File: config.mk
export PLATFORM = sky130hd
export DESIGN_NAME = seq_gen
export DESIGN_NICKNAME = d
export VERILOG_FILES = /design/src/rtl/seq_gen_pkg.sv /design/src/rtl/seq_gen_lane.sv /design/src/rtl/seq_gen.sv
export SDC_FILE = /design/constraint.sdc
export NUM_CORES = 1
export LEC_CHECK = 0
export CAP_MARGIN = 20
export CORE_UTILIZATION = 41
export DETAILED_ROUTE_END_ITERATION = 10
export GPL_TIMING_DRIVEN = 0
export PLACE_DENSITY = 0.63
export SKIP_LAST_GASP = 1
export SYNTH_ARGS = -nofsm -noshare
export SYNTH_HDL_FRONTEND = slang
export SYNTH_SLANG_ARGS = --single-unit
File: constraint.sdc
create_clock -name clk -period 2.15 [get_ports clk]
set_input_delay 0.43 -clock clk [delete_from_list [all_inputs] [get_ports clk]]
set_output_delay 0.43 -clock clk [all_outputs]
set_load 0.02 [all_outputs]
File: src/rtl/seq_gen_pkg.sv
// Shared constants, sel encoding, FSM state type and pattern helpers for seq_gen.
package seq_gen_pkg;

  localparam logic [3:0] PAT_X = 4'b1010;
  localparam logic [2:0] PAT_Y = 3'b111;
  localparam logic [1:0] PAT_Z = 2'b10;

  localparam int LEN_X   = 4;
  localparam int LEN_Y   = 3;
  localparam int LEN_Z   = 2;
  localparam int LEN_ALL = 4;

  localparam logic [1:0] SEL_X   = 2'd0;
  localparam logic [1:0] SEL_Y   = 2'd1;
  localparam logic [1:0] SEL_Z   = 2'd2;
  localparam logic [1:0] SEL_ALL = 2'd3;

  typedef enum logic [1:0] {
    ST_IDLE  = 2'd0,
    ST_SHIFT = 2'd1,
    ST_GAP   = 2'd2
  } seq_state_e;

  // Per-lane load words, left-aligned in a 4-bit shift register.
  typedef struct packed {
    logic [3:0] x;
    logic [3:0] y;
    logic [3:0] z;
  } lane_load_t;

  // Index of the last pattern bit for a given sel (pattern length - 1).
  function automatic logic [1:0] pat_last(input logic [1:0] sel);
    logic [1:0] last;
    last = 2'(LEN_ALL - 1);
    case (sel)
      SEL_X:   last = 2'(LEN_X - 1);
      SEL_Y:   last = 2'(LEN_Y - 1);
      SEL_Z:   last = 2'(LEN_Z - 1);
      default: last = 2'(LEN_ALL - 1);
    endcase
    return last;
  endfunction

  // Unselected lanes load zero so they stay quiet for the whole burst.
  function automatic lane_load_t lane_loads(input logic [1:0] sel);
    lane_load_t v;
    v.x = ((sel == SEL_X) || (sel == SEL_ALL)) ? PAT_X : 4'b0000;
    v.y = ((sel == SEL_Y) || (sel == SEL_ALL)) ? {PAT_Y, 1'b0} : 4'b0000;
    v.z = ((sel == SEL_Z) || (sel == SEL_ALL)) ? {PAT_Z, 2'b00} : 4'b0000;
    return v;
  endfunction

endpackage

File: src/rtl/seq_gen_lane.sv
// One serial lane: loadable 4-bit MSB-first shift register with synchronous clear.
module seq_gen_lane
(
  input  logic       clk,
  input  logic       reset,
  input  logic       clear,
  input  logic       load,
  input  logic [3:0] load_val,
  input  logic       shift,
  output logic       q
);

  logic [3:0] sr;

  // Shifting in zeros means the lane falls silent on its own once the
  // pattern has been emitted, which covers the gap cycles for free.
  always_ff @(posedge clk or negedge reset) begin
    if (!reset) begin
      sr <= 4'b0000;
    end else if (clear) begin
      sr <= 4'b0000;
    end else if (load) begin
      sr <= load_val;
    end else if (shift) begin
      sr <= {sr[2:0], 1'b0};
    end
  end

  assign q = sr[3];

endmodule

File: src/rtl/seq_gen.sv
// Serial pattern burst generator; optional expect pulse under SEQ_GEN_EXPECT_EN.
// Handshake: start is accepted on any rising edge where start=1 and busy=0; busy then covers the whole burst.
module seq_gen
  import seq_gen_pkg::*;
#(
  parameter int GAP_CYCLES = 2,
  parameter int CNT_W      = 4
)
(
  input  logic             clk,
  input  logic             reset,
  input  logic             start,
  input  logic [1:0]       sel,
  input  logic [CNT_W-1:0] reps,
  input  logic             abort,
  output logic             x,
  output logic             y,
  output logic             z,
  output logic             busy,
  output logic             done,
`ifdef SEQ_GEN_EXPECT_EN
  output logic             expect_flag,
`endif
  output seq_state_e       state
);

  localparam logic [3:0] GAP_LAST = 4'(GAP_CYCLES - 1);

  logic [1:0]       sel_l;
  logic [CNT_W-1:0] reps_l;
  logic [CNT_W-1:0] rep_cnt;
  logic [1:0]       bit_cnt;
  logic [1:0]       last_idx;
  logic [3:0]       gap_cnt;

  logic       accept;
  logic       in_burst;
  logic       last_bit;
  logic       last_rep;
  logic       gap_end;
  logic       lane_clear;
  logic       lane_load;
  logic       lane_shift;
  logic [1:0] load_sel;
  lane_load_t load_vals;

  always_comb begin
    accept     = (state == ST_IDLE) && start;
    in_burst   = (state != ST_IDLE);
    last_bit   = (state == ST_SHIFT) && (bit_cnt == last_idx);
    last_rep   = (rep_cnt == reps_l);
    gap_end    = (state == ST_GAP) && (gap_cnt == GAP_LAST);
    lane_clear = in_burst && (abort || (last_bit && last_rep));
    lane_load  = !lane_clear && (accept || gap_end);
    lane_shift = !lane_clear && (state == ST_SHIFT);
    load_sel   = accept ? sel : sel_l;
    load_vals  = lane_loads(load_sel);
  end

  always_ff @(posedge clk or negedge reset) begin
    if (!reset) begin
      state    <= ST_IDLE;
      busy     <= 1'b0;
      done     <= 1'b0;
      sel_l    <= 2'd0;
      reps_l   <= '0;
      rep_cnt  <= '0;
      bit_cnt  <= 2'd0;
      last_idx <= 2'd0;
      gap_cnt  <= 4'd0;
    end else begin
      done <= 1'b0;
      case (state)
        ST_IDLE: begin
          if (start) begin
            sel_l    <= sel;
            reps_l   <= (reps == '0) ? CNT_W'(1) : reps;
            last_idx <= pat_last(sel);
            bit_cnt  <= 2'd0;
            rep_cnt  <= CNT_W'(1);
            busy     <= 1'b1;
            state    <= ST_SHIFT;
          end
        end
        ST_SHIFT: begin
          if (abort) begin
            busy  <= 1'b0;
            state <= ST_IDLE;
          end else if (bit_cnt == last_idx) begin
            if (rep_cnt == reps_l) begin
              busy  <= 1'b0;
              done  <= 1'b1;
              state <= ST_IDLE;
            end else begin
              gap_cnt <= 4'd0;
              state   <= ST_GAP;
            end
          end else begin
            bit_cnt <= bit_cnt + 2'd1;
          end
        end
        ST_GAP: begin
          if (abort) begin
            busy  <= 1'b0;
            state <= ST_IDLE;
          end else if (gap_cnt == GAP_LAST) begin
            bit_cnt <= 2'd0;
            rep_cnt <= (rep_cnt == '1) ? rep_cnt : rep_cnt + CNT_W'(1);
            state   <= ST_SHIFT;
          end else begin
            gap_cnt <= (gap_cnt == 4'hF) ? gap_cnt : gap_cnt + 4'd1;
          end
        end
        default: begin
          busy  <= 1'b0;
          state <= ST_IDLE;
        end
      endcase
    end
  end

  seq_gen_lane u_lane_x (
    .clk      (clk),
    .reset    (reset),
    .clear    (lane_clear),
    .load     (lane_load),
    .load_val (load_vals.x),
    .shift    (lane_shift),
    .q        (x)
  );

  seq_gen_lane u_lane_y (
    .clk      (clk),
    .reset    (reset),
    .clear    (lane_clear),
    .load     (lane_load),
    .load_val (load_vals.y),
    .shift    (lane_shift),
    .q        (y)
  );

  seq_gen_lane u_lane_z (
    .clk      (clk),
    .reset    (reset),
    .clear    (lane_clear),
    .load     (lane_load),
    .load_val (load_vals.z),
    .shift    (lane_shift),
    .q        (z)
  );

`ifdef SEQ_GEN_EXPECT_EN
  // Two-stage delay from the final pattern bit of each completed repetition.
  logic last_d1;

  always_ff @(posedge clk or negedge reset) begin
    if (!reset) begin
      last_d1     <= 1'b0;
      expect_flag <= 1'b0;
    end else begin
      last_d1     <= last_bit && !abort;
      expect_flag <= last_d1;
    end
  end
`endif

endmodule

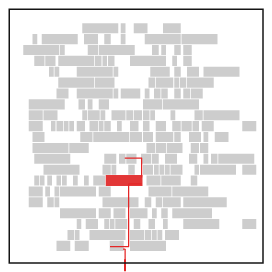
**Above:** port wiring.
(4 px per µm)
port	color	bits	direction	edge	end cells	buffers	wire
busy	red	1	output	bottom	1	1	35.7 µm
IO buf count: 15
Ports: 17

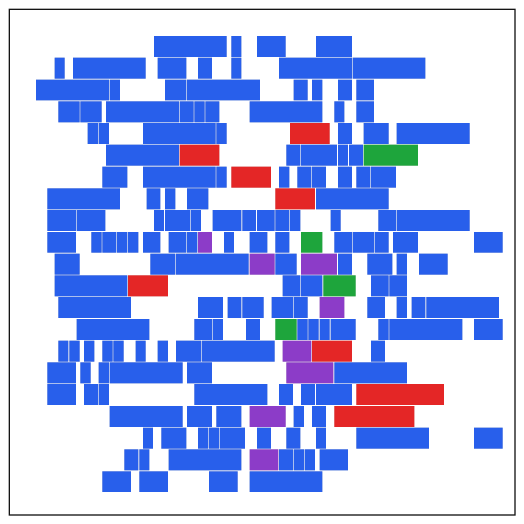
**Above:** cells by drive strength.
(8 px per µm)
size	color	cells
drive 1 or less	blue	166
drive 2	purple	8
drive 6 and up	red	8
drive 3 to 4	green	4

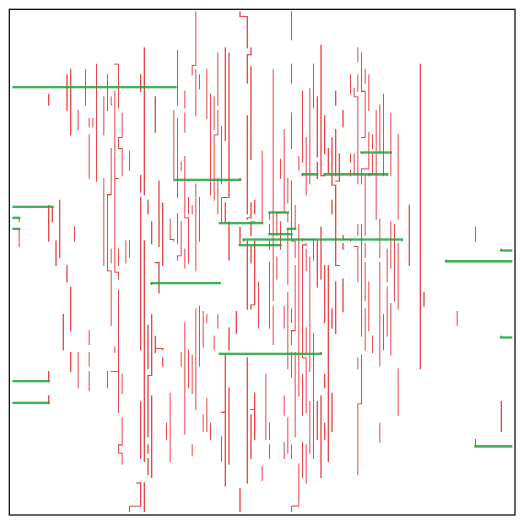
**Above:** metal layers overlaid.
(8 px per µm) Only two layers are drawn.
layer	color	wire length
met2	red	1520 µm
met3	green	129 µm
total track usage: 18.9%
Vias: 1277
Routed wire per std cell: 14.1 µm
DRT Wirelength: 3270 µm

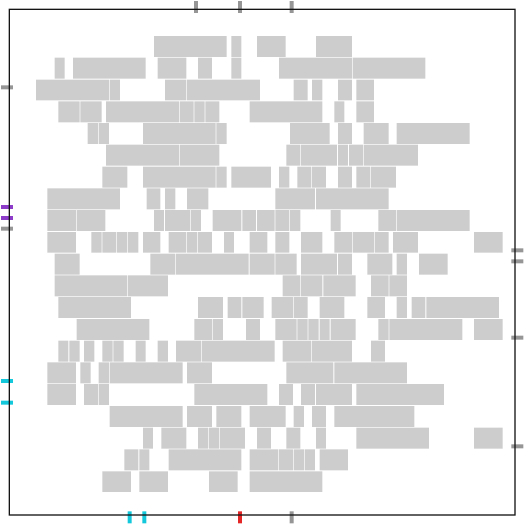
**Above:** I/O pins on the die edge.
(8 px per µm) Pins as bars across the die edge, other pins in gray.
port	color	pins	direction	edge
sel	purple	2	input	left
reps	cyan	4	input	2 bottom, 2 left
busy	red	1	output	bottom
all pins by edge	6 left, 4 bottom, 4 right, 3 top
Die Ht: 63.0 µm
width of the chip: 63.0 µm

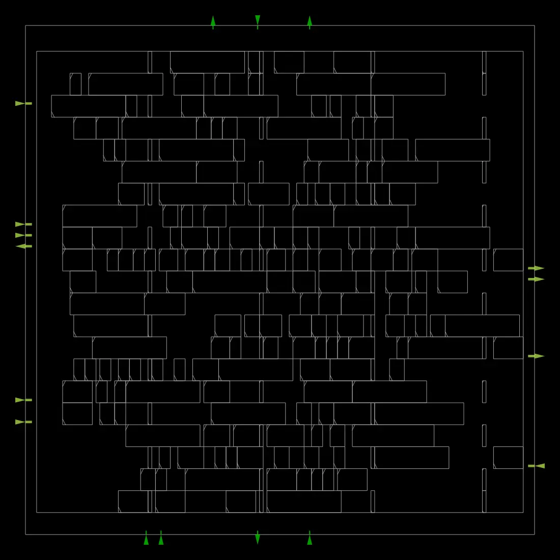
**Above:** placement view.
sequential fraction of total cell area: 38.6%
fin util: 54.6%

## per-stage QoR
| stage | worst slack [ns] | hold WS, ns | power [W] | util (%) | area, µm² |
|---|---|---|---|---|---|
| floorplan | 0.544 | 0.134 | 0.00153 | - | 1530 |
| global placement | 0.0387 | 0.462 | 0.00179 | 50.4 | 1740 |
| detailed placement | 0.0184 | 0.473 | 0.00183 | 51.2 | 1760 |
| CTS | 0.298 | 0.489 | 0.00242 | 54.6 | 1880 |
| global route | 0.166 | 0.508 | 0.00260 | 54.6 | 1880 |
| finish | 0.291 | 0.484 | 0.00241 | 54.6 | 1880 |
## power by group through the flow
stage / clock network (W) / logic (W) / registers, W
after detailed placement: 0 / 0.000941 / 0.000892
after global placement: 0 / 0.000914 / 0.000880
final: 0.000582 / 0.000945 / 0.000886
after floorplan: 0 / 0.000622 / 0.000907
after CTS: 0.000596 / 0.000944 / 0.000883
after global routing: 0.000628 / 0.00106 / 0.000905
## area by class of cell
class                      count  area [µm²]
multi-input combinational    121         748
inverter                       8        30.0
tap                           46        57.6
clock buffer                   7        86.3
clock inverter                 1        30.0
fill                         326        1560
sequential                    29         726
timing repair buffer          16         178
buffer                         4        23.8
## state kept, by name, summed over array words and instances, names as in the netlist
name         count
u_lane_y.sr      3
state            2
u_lane_x.sr      3
busy             1
done             1
gap_cnt          4
u_lane_z.sr      1
rep_cnt          4
bit_cnt          2
sel_l            2
last_idx         2
reps_l           4
## synth_stat cells (2+ instances only)
cell | number | share of area (%)
nor3_1 | 3 | 0.98
o21ai_1 | 6 | 2.0
o21ai_0 | 11 | 3.6
a211oi_1 | 2 | 0.98
a21oi_1 | 7 | 2.3
ha_1 | 3 | 2.5
nand2_1 | 22 | 5.4
a31oi_1 | 7 | 2.9
inv_1 | 8 | 2.0
nor3b_2 | 2 | 1.6
xnor2_1 | 7 | 4.0
a21o_1 | 2 | 0.98
nor4_1 | 2 | 0.82
buf_4 | 2 | 0.98
o31ai_1 | 2 | 0.98
dfrtp_1 | 29 | 48
nand3_1 | 5 | 1.6
xor2_1 | 3 | 1.7
a22o_1 | 2 | 1.1
and2b_1 | 2 | 0.98
nor2_1 | 16 | 3.9
## cells by family after synthesis
family	synth area share (%)
AND-OR/OR-AND	19.3
flip-flops	47.5
AND/OR/NAND/NOR	21.5
adder cells (fa/ha/maj)	2.46
buffers and inverters	3.52
XOR/XNOR	5.73
## metal layers
metal	wire length, µm	GRT usage (%)	share of wire (%)	vias up
met2	1520	28.4	46	30
met3	128	5.11	3.9	5
met1	1600	26.5	49	617
li1	-	-	-	625
met5	0	0	0	-
met4	27	5.23	0.82	0
## worst reg2reg max path, cell delays in order (launching register included)
cell and delay, ns:
dfrtp_1 0.42, inv_1 0.08, ha_1 0.14, nor3b_4 0.36, nand3_1 0.24, nand2_1 0.21, nor2_1 0.06, o31ai_1 0.22
==> impl_metrics.yaml <==
# physical design summary
flow_run:
  warnings: 27
critical_path:
  r2r_cells: 7
  cp_top_family: "AND-OR/OR-AND gates"
  critPathCapture: "u_lane_x.sr[3]"
  critical_path.cell_chain: "clkdlybuf4s50_1 > nor3b_2 > a31oi_1 > a211oi_1 > a21oi_1 > o21ai_0"
  path_buffers: 1
  cp_max_fo: 6
  slowest_delay_ns: 0.58
  cp-start-kind: "input port"
  worstReg2RegEnd: "u_lane_y.sr[3]"
  worstPathArrival_ns: 2.06
synth:
  syn_nets: 175
  syn-cell-area_um2: 1530
  async_flop_share_pct: 100
  syn_avg_cell_area_um2: 9.43
  ys_cells: 162
  yosysChipArea_um2: 1530
  edf_count: 0
  ff_type: "dfrtp_1"
  ys_ff: 29
  yosys_warnings: 0
final_timing:
  finalHoldViolCount: 0
  rsz0062_at_grt: "false"
  slew_violations: 0
  fin_crit_ns: 1.86
  period_used_pct: 86.5
  tightest_slew_ns: 0.699
power_and_ir_drop:
  power_frac_seq_pct: 36.7
  p_sw_share_pct: 37.4
  p_int_w: 0.00151
  p_switching_w: 0.000903
die:
  rows: 21
finish:
  final_cells: 232
  area_delta_synth_final_pct: 23.0
  drive_above_1_share_pct: 10.8
  insertedDiodeCount: 0
detailed_routing:
  drc: 0
  via_per_inst: 5.50
  first_pass_iters: 4
clock_network:
  cts_num_sinks: 29
  hold_buffers: 0
  cts_resized: 0
  numCtsBuffers: 5
  clk_pin_slew_worst_paths_ns: 0.07
outcome:
  status: "completed"
global_routing:
  grt_pass1_vias: 1208
worst_hold_path:
  hold_end: "u_lane_x.sr[3]"
Power is estimated from default activity; no workload was simulated.
